### src/rtl/anneal_sweep_controller_pkg.sv
// anneal_sweep_controller_pkg: shared state encoding and Q4.3 I_0 format constants
package anneal_sweep_controller_pkg;
  typedef enum logic [1:0] {IDLE, RUN, DONE} state_t;
  localparam int I0_W_Q = 8;
  localparam int I0_FRAC = 3;
endpackage

### src/rtl/anneal_sweep_controller_if.sv
// anneal_sweep_controller_if: run control, annealing config and sweep status bundle
interface anneal_sweep_controller_if import anneal_sweep_controller_pkg::*; #(
  parameter int NUM_GROUPS = 3,
  parameter int CNT_W = 16,
  parameter int I0_W = I0_W_Q
);
  localparam int IDX_W = NUM_GROUPS > 1 ? $clog2(NUM_GROUPS) : 1;
  logic start;
  logic abort;
  logic [CNT_W-1:0] num_sweeps;
  logic [3:0] dwell;
  logic [I0_W-1:0] i0_start;
  logic [I0_W-1:0] i0_step;
  logic [I0_W-1:0] i0_max;
  logic [CNT_W-1:0] sweeps_per_step;
  logic [NUM_GROUPS-1:0] group_en;
  logic [IDX_W-1:0] group_idx;
  logic [I0_W-1:0] i0;
  logic [CNT_W-1:0] sweep_count;
  logic sample_valid;
  logic busy;
  logic done;
  modport master (
    output start, abort, num_sweeps, dwell, i0_start, i0_step, i0_max, sweeps_per_step,
    input group_en, group_idx, i0, sweep_count, sample_valid, busy, done
  );
  modport slave (
    input start, abort, num_sweeps, dwell, i0_start, i0_step, i0_max, sweeps_per_step,
    output group_en, group_idx, i0, sweep_count, sample_valid, busy, done
  );
endinterface

### src/rtl/anneal_sweep_controller_group_dwell_counter.sv
// group_dwell_counter: steps through update groups, each held for dwell_len cycles
module group_dwell_counter #(
  parameter int NUM_GROUPS = 3,
  parameter int IDX_W = 2
)(
  input  logic clk,
  input  logic reset,
  input  logic en,
  input  logic clr,
  input  logic [3:0] dwell_len,
  output logic [IDX_W-1:0] group_idx,
  output logic sweep_end
);
  localparam logic [IDX_W-1:0] LAST = IDX_W'(NUM_GROUPS - 1);
  logic [3:0] cnt;
  logic dwell_end;
  always_comb begin
    dwell_end = cnt == dwell_len - 4'd1;
    sweep_end = en && dwell_end && group_idx == LAST;
  end
  always_ff @(posedge clk or posedge reset)
    if (reset) begin
      cnt <= '0;
      group_idx <= '0;
    end else if (clr) begin
      cnt <= '0;
      group_idx <= '0;
    end else if (en) begin
      cnt <= dwell_end ? 4'd0 : cnt + 1'b1;
      if (dwell_end) group_idx <= group_idx == LAST ? '0 : group_idx + 1'b1;
    end
endmodule

### src/rtl/anneal_sweep_controller.sv
// anneal_sweep_controller: sequences p-bit group updates per sweep and ramps I_0
module anneal_sweep_controller import anneal_sweep_controller_pkg::*; #(
  parameter int NUM_GROUPS = 3,
  parameter int CNT_W = 16,
  parameter int I0_W = I0_W_Q
)(
  input logic clk,
  input logic reset,
  anneal_sweep_controller_if.slave bus
);
  localparam int IDX_W = NUM_GROUPS > 1 ? $clog2(NUM_GROUPS) : 1;
  state_t state_q, state_n;
  logic [CNT_W-1:0] n_sweeps_q, sps_q, step_q, sweep_inc;
  logic [3:0] dwell_q;
  logic [I0_W-1:0] i0_step_q, i0_max_q;
  logic [I0_W:0] i0_sum;
  logic accept, run_en, sweep_end, final_sweep, anneal;
  always_comb begin
    accept = state_q == IDLE && bus.start && !bus.abort;
    run_en = state_q == RUN && !bus.abort;
    sweep_inc = &bus.sweep_count ? bus.sweep_count : bus.sweep_count + 1'b1;
    final_sweep = n_sweeps_q != '0 && sweep_inc == n_sweeps_q;
    anneal = sps_q != '0 && step_q == sps_q - 1'b1;
    i0_sum = {1'b0, bus.i0} + {1'b0, i0_step_q};
    state_n = state_q == IDLE ? (accept ? RUN : IDLE) :
              state_q == RUN ? (bus.abort ? IDLE : sweep_end && final_sweep ? DONE : RUN) : IDLE;
    bus.group_en = state_q == RUN ? NUM_GROUPS'(1) << bus.group_idx : '0;
    bus.busy = state_q == RUN;
    bus.done = state_q == DONE;
  end
  always_ff @(posedge clk or posedge reset)
    if (reset) state_q <= IDLE;
    else state_q <= state_n;
  // step_q counts completed sweeps modulo sweeps_per_step so no divider is needed
  always_ff @(posedge clk or posedge reset)
    if (reset) begin
      n_sweeps_q <= '0;
      sps_q <= '0;
      step_q <= '0;
      dwell_q <= '0;
      i0_step_q <= '0;
      i0_max_q <= '0;
      bus.i0 <= '0;
      bus.sweep_count <= '0;
      bus.sample_valid <= 1'b0;
    end else begin
      bus.sample_valid <= sweep_end;
      if (accept) begin
        n_sweeps_q <= bus.num_sweeps;
        sps_q <= bus.sweeps_per_step;
        dwell_q <= bus.dwell == 4'd0 ? 4'd1 : bus.dwell;
        i0_step_q <= bus.i0_step;
        i0_max_q <= bus.i0_max;
        bus.i0 <= bus.i0_start;
        bus.sweep_count <= '0;
        step_q <= '0;
      end else if (sweep_end) begin
        bus.sweep_count <= sweep_inc;
        step_q <= anneal ? '0 : step_q + 1'b1;
        if (anneal && bus.i0 < i0_max_q)
          bus.i0 <= i0_sum > {1'b0, i0_max_q} ? i0_max_q : i0_sum[I0_W-1:0];
      end
    end
  group_dwell_counter #(.NUM_GROUPS(NUM_GROUPS), .IDX_W(IDX_W)) u_cnt (
    .clk(clk),
    .reset(reset),
    .en(run_en),
    .clr(!run_en),
    .dwell_len(dwell_q),
    .group_idx(bus.group_idx),
    .sweep_end(sweep_end)
  );
endmodule

### src/flat_wrapper.sv
// flat-port wrapper written by rule: the top's interface ports become plain ports
module anneal_sweep_controller_flat import anneal_sweep_controller_pkg::*;
#(
  parameter int NUM_GROUPS = 3,
  parameter int CNT_W = 16,
  parameter int I0_W = I0_W_Q
)
  (clk, reset, bus_start, bus_abort, bus_num_sweeps, bus_dwell, bus_i0_start, bus_i0_step, bus_i0_max, bus_sweeps_per_step, bus_group_en, bus_group_idx, bus_i0, bus_sweep_count, bus_sample_valid, bus_busy, bus_done);
  anneal_sweep_controller_if #(.NUM_GROUPS(NUM_GROUPS), .CNT_W(CNT_W), .I0_W(I0_W)) bus_i ();
  input logic clk;
  input logic reset;
  input wire logic [$bits(bus_i.start)-1:0] bus_start;
  input wire logic [$bits(bus_i.abort)-1:0] bus_abort;
  input wire logic [$bits(bus_i.num_sweeps)-1:0] bus_num_sweeps;
  input wire logic [$bits(bus_i.dwell)-1:0] bus_dwell;
  input wire logic [$bits(bus_i.i0_start)-1:0] bus_i0_start;
  input wire logic [$bits(bus_i.i0_step)-1:0] bus_i0_step;
  input wire logic [$bits(bus_i.i0_max)-1:0] bus_i0_max;
  input wire logic [$bits(bus_i.sweeps_per_step)-1:0] bus_sweeps_per_step;
  output wire logic [$bits(bus_i.group_en)-1:0] bus_group_en;
  output wire logic [$bits(bus_i.group_idx)-1:0] bus_group_idx;
  output wire logic [$bits(bus_i.i0)-1:0] bus_i0;
  output wire logic [$bits(bus_i.sweep_count)-1:0] bus_sweep_count;
  output wire logic [$bits(bus_i.sample_valid)-1:0] bus_sample_valid;
  output wire logic [$bits(bus_i.busy)-1:0] bus_busy;
  output wire logic [$bits(bus_i.done)-1:0] bus_done;
  assign bus_i.start = bus_start;
  assign bus_i.abort = bus_abort;
  assign bus_i.num_sweeps = bus_num_sweeps;
  assign bus_i.dwell = bus_dwell;
  assign bus_i.i0_start = bus_i0_start;
  assign bus_i.i0_step = bus_i0_step;
  assign bus_i.i0_max = bus_i0_max;
  assign bus_i.sweeps_per_step = bus_sweeps_per_step;
  assign bus_group_en = bus_i.group_en;
  assign bus_group_idx = bus_i.group_idx;
  assign bus_i0 = bus_i.i0;
  assign bus_sweep_count = bus_i.sweep_count;
  assign bus_sample_valid = bus_i.sample_valid;
  assign bus_busy = bus_i.busy;
  assign bus_done = bus_i.done;
  anneal_sweep_controller #(.NUM_GROUPS(NUM_GROUPS), .CNT_W(CNT_W), .I0_W(I0_W)) u_core (.clk(clk), .reset(reset), .bus(bus_i));
endmodule
### config.mk
export PLATFORM = sky130hd
export DESIGN_NAME = anneal_sweep_controller_flat
export DESIGN_NICKNAME = d
export VERILOG_FILES = /design/src/rtl/anneal_sweep_controller_pkg.sv /design/src/rtl/anneal_sweep_controller_if.sv /design/src/rtl/anneal_sweep_controller_group_dwell_counter.sv /design/src/rtl/anneal_sweep_controller.sv /design/src/flat_wrapper.sv
export SDC_FILE = /design/constraint.sdc
export NUM_CORES = 1
export LEC_CHECK = 0
export CAP_MARGIN = 0
export CORE_MARGIN = 4
export CORE_UTILIZATION = 55
export CTS_CLUSTER_DIAMETER = 100
export CTS_CLUSTER_SIZE = 40
export DETAILED_ROUTE_END_ITERATION = 16
export PLACE_DENSITY = 0.81
export SYNTH_ARGS = -nofsm -noshare
export SYNTH_HDL_FRONTEND = slang
export SYNTH_SLANG_ARGS = --single-unit
### constraint.sdc
create_clock -name clk -period 4.3 [get_ports clk]
set_clock_uncertainty 0.2 [all_clocks]
set_input_delay 0.43 -clock clk [delete_from_list [all_inputs] [get_ports clk]]
set_output_delay 0.43 -clock clk [all_outputs]
set_load 0.01 [all_outputs]
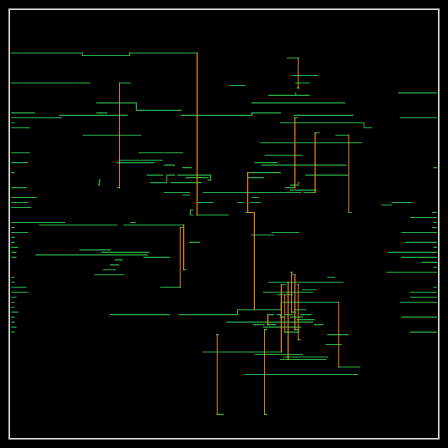
Fig. 1. Routed metal, one colour a layer.
Two of the layers only.
- green: metal 3 (wire length 1170 microns)
- orange: metal 4 (wire length 360 microns)
drt wl/cell: 18.0 microns
total wire length: 18000 microns

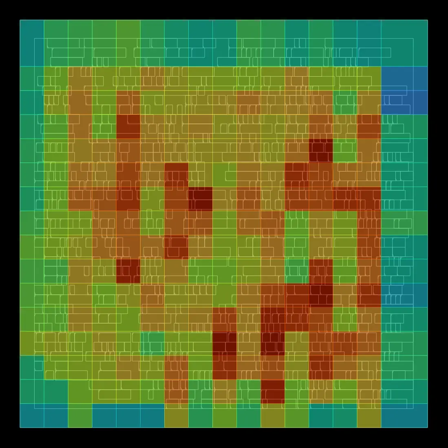
Fig. 2. Track usage over the die.
met2 usage: 45.7%
Final Util: 68.7%
grt met1 use: 35.4%
GRT Overall Usage: 27.3%

==> run summary <==
RSZ-0062 raised after global routing - false
synthesized area - 6510 sq um
CP Cell Sequence - ha_1 -> fa_1 -> a211oi_1 -> o21bai_1 -> a21oi_1 -> xnor2_1 -> ha_1 -> nand2_1 -> o21ai_0 -> nor4_1 -> a21oi_1 -> o211ai_1 -> nand3_1 -> mux2_1
die area - 13600 sq um
main flop type - dfrtp_1
Switch Pwr - 1.29 mW
DRC errors left - 0
Fin. Hold Viols - 0
status - finished clean
most common cell in the synthesized netlist - nand2_1
crit-path max cell delay - 0.43 ns
clk slew on worst S/H paths - 0.07 ns
yosys cell count - 770
Commonest cells post-synth - nand2_1 (171), dfrtp_1 (101), nor2_1 (38), nor3_1 (38)
Max-Slew Margin vs Limit - 51.2%
# IOs - 96
Crit Path Category - flop to flop
sequential area share after synthesis - 38.8%
Worst setup EP type - flop
Combinational Power Share - 39.9%
H-tree Lvls - 3
Slowest cell on crit path - fa_1
tool warnings - 26
GP Congestion - 0.940
vias - 6132
total gr overflow - 0
# hold bufs at CTS - 0
Leakage - 3.42 nW
FF/Latch Area - 2530 sq um
Core Region - 11500 sq um
critical path required time - 4.33 ns
clk buf depth - 2
row count - 39
peak supply drop - 0.000291 V
top cell family by delay on the critical path - AND-OR/OR-AND gates
Post-synth EDFFs - 0
Synth async-reset ratio - 100%
area grow syn2layout - 21.4%
Max Clk Rate - 244 MHz
Crit Path Max Fanout - 7
worst hold path class - input port to async pin
initial antenna violation count - 0
Filler Cell Count - 944
first-pass GRT wire length - 29700 microns
1st-iter DRT viols - 610
vias in the first global route - 6195
layout cells sized above 1 - 5.40%
Startpoint Class - flop
Final Cycle Share - 95.1%
largest net degree at the start of global routing - 51
Pins Over Slew Limit - 0
post-CTS sizing - 0
final hold slack - 0.257 ns
clock sink total - 101
internal power - 2.25 mW
Flop pwr share - 34.5%
CP bufs+invs - 0
Tmin final - 4.09 ns
fin nets - 940
number of CTS-inserted buffers - 9
area leader, netlist - dfrtp_1
Synth cell types - 67
Post-Syn Nets - 863
Yosys top cell area share - 38.8%
Root Buffer - clkbuf_16
ant diodes - 0
crit path launch - u_core.bus.i0[0]
FF-to-FF Start - u_core.bus.i0[0]
Net Sw Frac - 36.3%
fp_density - 56.5%
Avg Inst Size Synth - 8.46 sq um
MaxCap Viol Count - 0
clk latency late pin - 0.36 ns
PD cells - 448 nW/um^2
Slew @ Worst Pin - 0.726 ns
yosys stat chip area - 6510 sq um
CTS tree - built
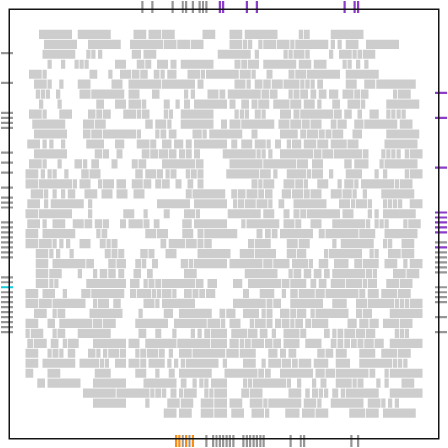
Fig. 3. Pin placement.
Pins as bars across the die edge, other pins in grey.
- orange: bus_dwell (pins 4; direction input; edge bottom)
- cyan: bus_abort (pins 1; direction input; edge left)
- purple: bus_sweeps_per_step (pins 16; direction input; edge 9 right, 7 top)
- all pins by edge: 33 left, 26 bottom, 21 right, 16 top
Die H: 117 microns
port buffer count: 95
Die Span X: 117 microns

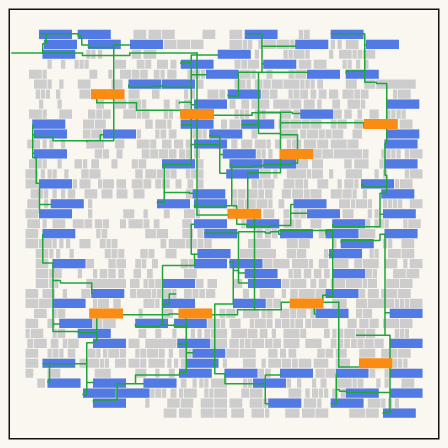
Fig. 4. Clock distribution.
- green: clock wires (length 1360 microns)
- blue: flip-flops (count 101)
- orange: clock drivers (count 9)
- routed clock nets: 10
- flops lie: widely spread
Clk pwr share: 25.6%
P_clk: 0.907 mW

cells by family (layout without fill, tap and decap cells):
kind of cell	count (synthesis)	after routing	share of synthesized area (%)
buffers and inverters	61	143	3.55
xor gates and xnor gates	60	60	8.30
and+or+nand+nor	367	367	27.3
AOI/OAI and AO/OA	139	139	14.2
muxes	13	13	2.15
adders and majority gates	29	29	5.69
DFF	101	101	38.8
final cells by class:
| cell class | instances | share of cell area, % |
|---|---|---|
| tap | 143 | 2.26 |
| sequential | 101 | 32.0 |
| clock buffer | 13 | 3.29 |
| multi-input combinational | 608 | 47.5 |
| clock inverter | 3 | 0.854 |
| timing repair buffer | 106 | 13.1 |
| inverter | 21 | 1.03 |
worst paths after layout:
path / end / slack [ns] / depth (start not counted)
setup / recovery: u_core.bus.i0[3] / 0.21 / 14
hold / removal: u_core.state_q[1] / 0.26 / 2
setup reg to reg: u_core.bus.i0[3] / 0.21 / 14
hold reg to reg: u_core.i0_step_q[2] / 0.29 / 2
max in group asynchronous: u_core.sps_q[5] / 2.84 / 3
min in group clk: u_core.i0_step_q[2] / 0.29 / 2
state kept, by name, summed over array words and instances, names as in the netlist:
signal,count
u_core.i0_max_q,8
u_core.n_sweeps_q,16
u_core.i0_step_q,8
u_core.dwell_q,4
u_core.bus.i0,8
u_core.state_q,2
u_core.bus.sweep_count,16
u_core.sps_q,16
u_core.step_q,16
u_core.u_cnt.cnt,4
u_core.bus.sample_valid,1
u_core.u_cnt.group_idx,2
cells in the final DEF, fill, tap and decap left out, drive strengths merged, types with 7 or more instances in the layout:
cell / Yosys / layout
and2: 7 / 7
a31oi: 9 / 9
a211oi: 7 / 7
inv: 20 / 20
xnor2: 33 / 33
nor2: 38 / 38
nor2b: 7 / 7
o21ai: 37 / 37
buf: 4 / 11
nor3: 38 / 38
dfrtp: 101 / 101
nand4: 23 / 23
nand2: 171 / 171
ha: 28 / 28
nor4: 14 / 14
xor2: 26 / 26
a21oi: 32 / 32
clkbuf: 36 / 13
and3: 10 / 10
a21o: 8 / 8
clkdlybuf4s50: 0 / 95
mux2: 8 / 8
nand3: 25 / 25
power groups by stage:
stage	sequential, mW	clock, mW	combinational (mW)
after floorplan	1.20	0	0.964
after global placement	1.23	0	1.28
after detailed placement	1.23	0	1.36
after CTS	1.22	0.921	1.38
after global routing	1.24	0.964	1.54
final	1.22	0.907	1.41
routing by layer:
layer | wire (microns) | track usage, % | vias up | part of all wire [%]
met5 | 0 | 0 | - | 0
met1 | 7600 | 35.4 | 2949 | 42
met4 | 360 | 8.64 | 0 | 2.0
met2 | 8820 | 45.7 | 248 | 49
met3 | 1170 | 6.02 | 41 | 6.5
li1 | - | - | 2894 | -
per-stage QoR:
step	util (%)	total power, mW	worst slack [ns]	std cells	instance area (sq um)
floorplan	-	2.17	0.750	770	6510
global placement	65.8	2.51	0.655	979	7580
detailed placement	65.8	2.60	0.466	979	7580
CTS	68.7	3.52	0.367	995	7910
global route	68.7	3.74	0.0767	995	7910
finish	68.7	3.54	0.209	995	7910
Power is estimated from default activity; no workload was simulated.
